<file path="src/rtl/debug_trace_uart.sv">
// Debug trace port: captures CPU debug words into a small FIFO and prints each
// one on a UART 8N1 line as eight uppercase hex digits followed by CR LF.
module debug_trace_uart #(
  parameter int CLKS_PER_BIT = 16,
  parameter int FIFO_DEPTH   = 4,
  parameter bit CHANGE_ONLY  = 1
) (
  input  logic        clk,
  input  logic        reset,
  input  logic [31:0] data_in,
  input  logic        data_valid,
  output logic        tx,
  output logic        busy,
  output logic        overflow
);

  localparam int AW = (FIFO_DEPTH > 1) ? $clog2(FIFO_DEPTH) : 1;
  localparam int CW = AW + 1;
  localparam logic [CW-1:0] FULL_CNT  = CW'(FIFO_DEPTH);
  localparam logic [15:0]   BAUD_LAST = 16'(CLKS_PER_BIT - 1);

  typedef enum logic [1:0] {IDLE, START, DATA, STOP} state_t;

  state_t        state, state_next;
  logic [31:0]   fifo_mem [FIFO_DEPTH];
  logic [AW-1:0] wr_ptr, rd_ptr;
  logic [CW-1:0] count;
  logic [31:0]   last_word;
  logic [31:0]   word;
  logic [7:0]    char_q;
  logic [15:0]   baud_cnt;
  logic [2:0]    bit_idx;
  logic [3:0]    char_idx;
  logic          baud_wrap, fifo_empty, fifo_full, capture, pop, push;

  function automatic logic [7:0] hex_ascii(input logic [3:0] nib);
    return (nib < 4'd10) ? (8'h30 + {4'd0, nib}) : (8'h37 + {4'd0, nib});
  endfunction

  function automatic logic [7:0] char_of(input logic [31:0] w, input logic [3:0] idx);
    logic [7:0] c;
    case (idx)
      4'd8:    c = 8'h0D;
      4'd9:    c = 8'h0A;
      default: c = hex_ascii(w[{~idx[2:0], 2'b00} +: 4]);
    endcase
    return c;
  endfunction

  assign fifo_empty = (count == '0);
  assign fifo_full  = (count == FULL_CNT);
  assign baud_wrap  = (baud_cnt == BAUD_LAST);
  assign capture    = data_valid && (!CHANGE_ONLY || (data_in != last_word));
  assign pop        = (state == IDLE) && !fifo_empty;
  // A full FIFO still accepts a word when the head leaves on the same edge.
  assign push       = capture && (!fifo_full || pop);
  assign busy       = (state != IDLE) || !fifo_empty;

  always_ff @(posedge clk or negedge reset) begin
    if (!reset) begin
      wr_ptr    <= '0;
      rd_ptr    <= '0;
      count     <= '0;
      last_word <= '0;
      overflow  <= 1'b0;
    end else begin
      if (push) begin
        wr_ptr    <= wr_ptr + 1'b1;
        last_word <= data_in;
      end
      if (pop) rd_ptr <= rd_ptr + 1'b1;
      if (push && !pop)      count <= count + 1'b1;
      else if (pop && !push) count <= count - 1'b1;
      if (capture && fifo_full && !pop) overflow <= 1'b1;
    end
  end

  always_ff @(posedge clk) begin
    if (push) fifo_mem[wr_ptr] <= data_in;
  end

  always_ff @(posedge clk or negedge reset) begin
    if (!reset) state <= IDLE;
    else        state <= state_next;
  end

  always_comb begin
    state_next = state;
    case (state)
      IDLE:    if (!fifo_empty) state_next = START;
      START:   if (baud_wrap) state_next = DATA;
      DATA:    if (baud_wrap && (bit_idx == 3'd7)) state_next = STOP;
      STOP:    if (baud_wrap) state_next = (char_idx == 4'd9) ? IDLE : START;
      default: state_next = IDLE;
    endcase
  end

  // tx is registered so it changes on the same edge as the state it belongs to.
  always_ff @(posedge clk or negedge reset) begin
    if (!reset) begin
      tx       <= 1'b1;
      baud_cnt <= '0;
      bit_idx  <= '0;
      char_idx <= '0;
    end else begin
      baud_cnt <= ((state == IDLE) || baud_wrap) ? '0 : baud_cnt + 1'b1;
      case (state)
        IDLE: begin
          if (pop) begin
            char_idx <= '0;
            tx       <= 1'b0;
          end
        end
        START: begin
          if (baud_wrap) begin
            bit_idx <= '0;
            tx      <= char_q[0];
          end
        end
        DATA: begin
          if (baud_wrap) begin
            if (bit_idx == 3'd7) begin
              tx <= 1'b1;
            end else begin
              bit_idx <= bit_idx + 3'd1;
              tx      <= char_q[bit_idx + 3'd1];
            end
          end
        end
        STOP: begin
          if (baud_wrap && (char_idx != 4'd9)) begin
            char_idx <= char_idx + 4'd1;
            tx       <= 1'b0;
          end
        end
        default: tx <= 1'b1;
      endcase
    end
  end

  always_ff @(posedge clk) begin
    if (pop) begin
      word   <= fifo_mem[rd_ptr];
      char_q <= hex_ascii(fifo_mem[rd_ptr][31:28]);
    end else if ((state == STOP) && baud_wrap && (char_idx != 4'd9)) begin
      char_q <= char_of(word, char_idx + 4'd1);
    end
  end

endmodule

</file>
<file path="config.mk">
export PLATFORM = sky130hd
export DESIGN_NAME = debug_trace_uart
export DESIGN_NICKNAME = d
export VERILOG_FILES = /design/src/rtl/debug_trace_uart.sv
export SDC_FILE = /design/constraint.sdc
export NUM_CORES = 1
export LEC_CHECK = 0
export CORE_MARGIN = 1
export CORE_UTILIZATION = 55
export CTS_BUF_LIST = sky130_fd_sc_hd__clkbuf_8 sky130_fd_sc_hd__clkbuf_16
export DETAILED_ROUTE_END_ITERATION = 6
export PLACE_DENSITY_LB_ADDON = 0.1
export SYNTH_ARGS = -nofsm -noshare
export SYNTH_HDL_FRONTEND = slang
export SYNTH_SLANG_ARGS = --single-unit
</file>
<file path="constraint.sdc">
create_clock -name clk -period 3.5 [get_ports clk]
set_input_delay 0.7 -clock clk [delete_from_list [all_inputs] [get_ports clk]]
set_output_delay 0.7 -clock clk [all_outputs]
set_load 0.005 [all_outputs]
</file>
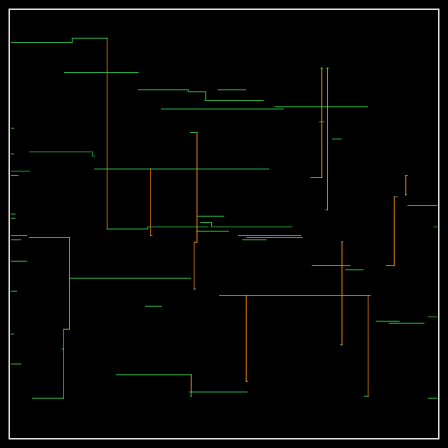
*Wiring by layer, run 1*
Two of the layers only.
legend:
  orange:
    layer: M4
    wire_length: 390 microns
  green:
    layer: M3
    wire_length: 633 microns

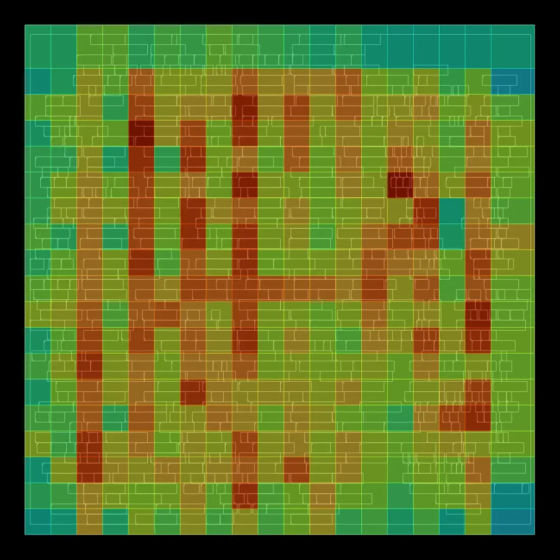
*Congestion heat map, run 1*
global route hottest layer: met2
Final Util: 66.4%

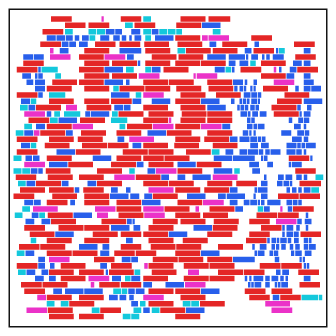
*Placed cells, one color a class, run 1*
legend:
  blue:
    class: remaining logic cells
    cells: 325
    share_of_their_area: 27%
  magenta:
    class: clock drivers and dummy loads
    cells: 45
    share_of_their_area: 7.8%
  cyan:
    class: remaining buffers and delay cells
    cells: 66
    share_of_their_area: 5.7%
  red:
    class: registers
    cells: 233
    share_of_their_area: 59%

==> results.json, run 1 <==
{
  "dieWidth_microns": 136,
  "power.total_mw": 9.42,
  "power_frac_clock_pct": 29.3,
  "drv_slew": 0,
  "fin_crit_ns": 3.08,
  "p_sw_mw": 2.65,
  "grt_overflow": 0,
  "finalInstanceArea_sq_um": 11600,
  "top_cell": "edfxtp_1",
  "hold_viol": 0,
  "async_reset_ff_share_pct": 28.3,
  "top_register": "fifo_mem",
  "top_area_cell": "edfxtp_1",
  "critical_path.startpoint": "data_in[12]",
  "tightestPinTransition_ns": 0.908,
  "chipHeight_microns": 136,
  "cts.htree.levels": 1,
  "yosysWarnings": 0,
  "crit_buf_inv": 3,
  "cp_data_arrival_time_ns": 3.46,
  "status": "completed",
  "ir_drop_uv": 577
}
--- run 2 (diff from run 1) ---
Settings changed: CTS_CLUSTER_DIAMETER from default to 40.
==> run 2 against run 1 <==
Against the previous run: register-to-register slack better by 0.04 ns; clock power up 13%; global-route usage up 0.16 points; synthesized cell count unchanged; wire length is 1.3% higher; design area increased by 1.3%.
==> results.json, run 2 <==
{
  "top_register": "fifo_mem",
  "use_met1_pct": 26.8,
  "critical_path.startpoint": "data_in[12]",
  "dieArea_sq_um": 18400,
  "cts.htree.levels": 1,
  "top_regs": "fifo_mem x128, last_word x32, word x32",
  "dieWidth_microns": 136,
  "busiest_layer": "met2",
  "top_area_cell": "edfxtp_1",
  "xor_area_share_pct": 4.88,
  "status": "completed",
  "post_drt_wl_per_cell_microns": 20.6,
  "insertion_delay_ns": 0.55,
  "grt_overflow": 0,
  "hold_viol": 0,
  "synth-edff-count": 167,
  "p_sw_mw": 2.80,
  "top_cell": "edfxtp_1",
  "layout.nets": 710,
  "ios": 38,
  "chipHeight_microns": 136,
  "post_cts_buffers": 0,
  "async_reset_ff_share_pct": 28.3,
  "drv_slew": 0,
  "cp_data_arrival_time_ns": 3.46,
  "tightestPinTransition_ns": 0.917,
  "yosysWarnings": 0,
  "ir_drop_uv": 534,
  "synth.area.mux_share_pct": 14.3,
  "power_frac_clock_pct": 31.9,
  "finalInstanceArea_sq_um": 11700,
  "power.total_mw": 9.78,
  "pg_comb_mw": 2.44,
  "fin_util_pct": 67.3
}
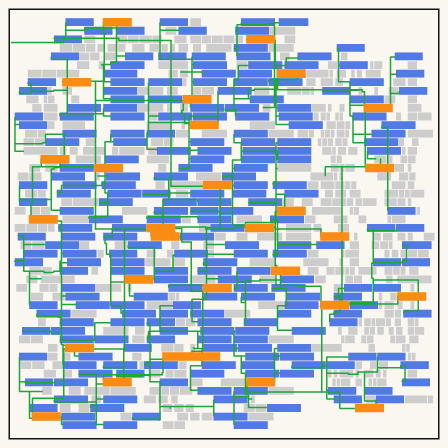
*Clock network drawn from the DEF, run 2*
legend:
  green:
    item: clock wires
    length: 2700 microns
  orange:
    item: clock-net drivers
    count: 29
  blue:
    item: flip-flops
    count: 233
routed clock nets: 30
flops lie: all over the die

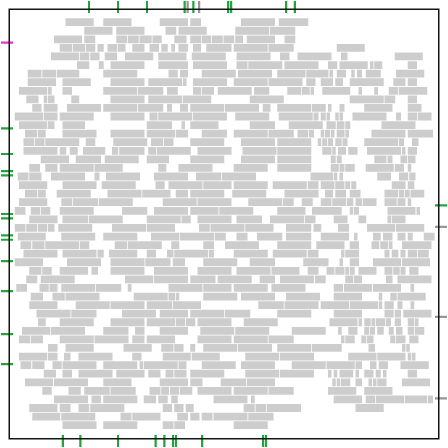
*I/O pins on the die edge, run 2*
Pins as bars across the die edge, other pins in gray.
legend:
  magenta:
    port: clk
    pins: 1
    direction: input
    edge: west
  green:
    port: data_in
    pins: 32
    direction: input
    edge: 12 west, 10 south, 9 north, 1 east
all pins by edge: 13 west, 11 north, 10 south, 4 east

--- run 3 (diff from run 2) ---
Settings changed: CORE_UTILIZATION 55 to 61, SETUP_SLACK_MARGIN from default to 0.02.
Clock period 3.5 ns to 3.3 ns, I/O delays scaled along.
==> run 3 against run 2 <==
Against the previous run: power increased by 4.6%; die size shrank 9.7%; non-clock buffer count rose by 10; utilization is 6.7 points higher; count of clock-buffer cells in the layout stayed put.
==> results.json, run 3 <==
{
  "status": "completed",
  "cp.depth": 3,
  "tightestPinTransition_ns": 0.771,
  "insertion_delay_ns": 0.53,
  "dieArea_sq_um": 16700,
  "power_frac_clock_pct": 30.4,
  "synth-edff-count": 167,
  "critical_path.startpoint": "count[0]",
  "clock_power_mw": 3.11,
  "xor_area_share_pct": 4.88,
  "route.detailed.drc": 0,
  "top_regs": "fifo_mem x128, last_word x32, word x32",
  "finalClockPeriodUsage_pct": 94.6,
  "grt_overflow": 0,
  "top_cell": "edfxtp_1",
  "grt_pass1_wl_microns": 29900,
  "ios": 38,
  "power.density_nw_per_um2": 873,
  "rsz0062_at_grt": "false",
  "finalInstanceArea_sq_um": 11700,
  "p_sw_mw": 2.97,
  "cp_data_arrival_time_ns": 2.46,
  "top_cells_by_area": "edfxtp_1 51%, dfrtp_1 17%, mux4_2 8.2%, mux2_2 4.1%, xnor2_1 4.0%",
  "yosysWarnings": 0,
  "pg_comb_mw": 2.68,
  "chipHeight_microns": 129,
  "async_reset_ff_share_pct": 28.3,
  "drv_slew": 0,
  "top_register": "fifo_mem",
  "synth.area.mux_share_pct": 14.3,
  "ir_drop_uv": 646,
  "hold_buffers": 0,
  "layout.nets": 719,
  "dieWidth_microns": 129,
  "top_area_cell": "edfxtp_1",
  "busiest_layer": "met2",
  "cts.htree.levels": 1,
  "drt-total-wl_microns": 19100,
  "post_cts_buffers": 0,
  "fin_util_pct": 74.0
}
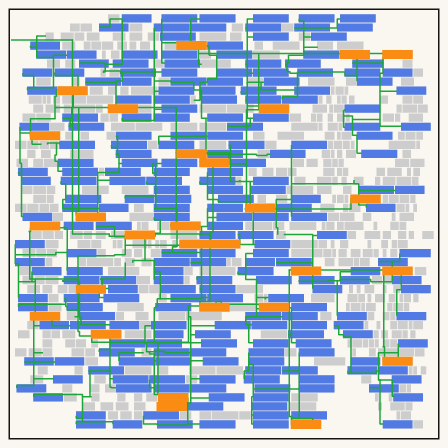
*Clock network drawn from the DEF, run 3*
legend:
  green:
    item: clock wires
    length: 2640 microns
  blue:
    item: flip-flops
    count: 233
  orange:
    item: clock-net drivers
    count: 28
flops lie: all over the die
routed clock nets: 29

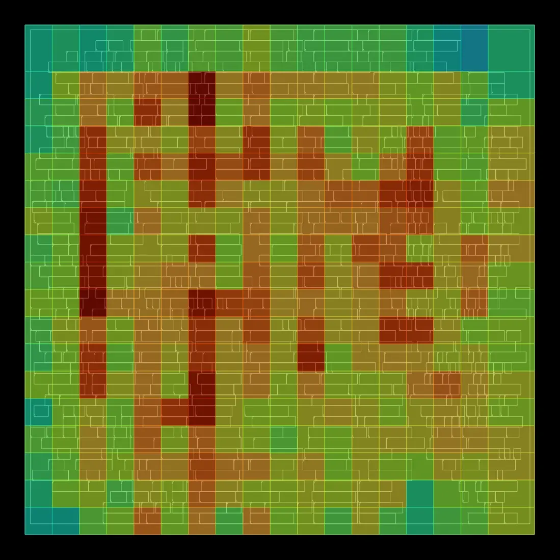
*Congestion heat map, run 3*
GRT met1 Usage: 32.7%
average wire per standard cell: 21.3 microns
met3 GRT Util: 3.59%
GR met2 Demand/Resource: 41.2%
Total GRT Usage: 24.5%

No activity file was given, so power comes from the tool's default toggle rates.
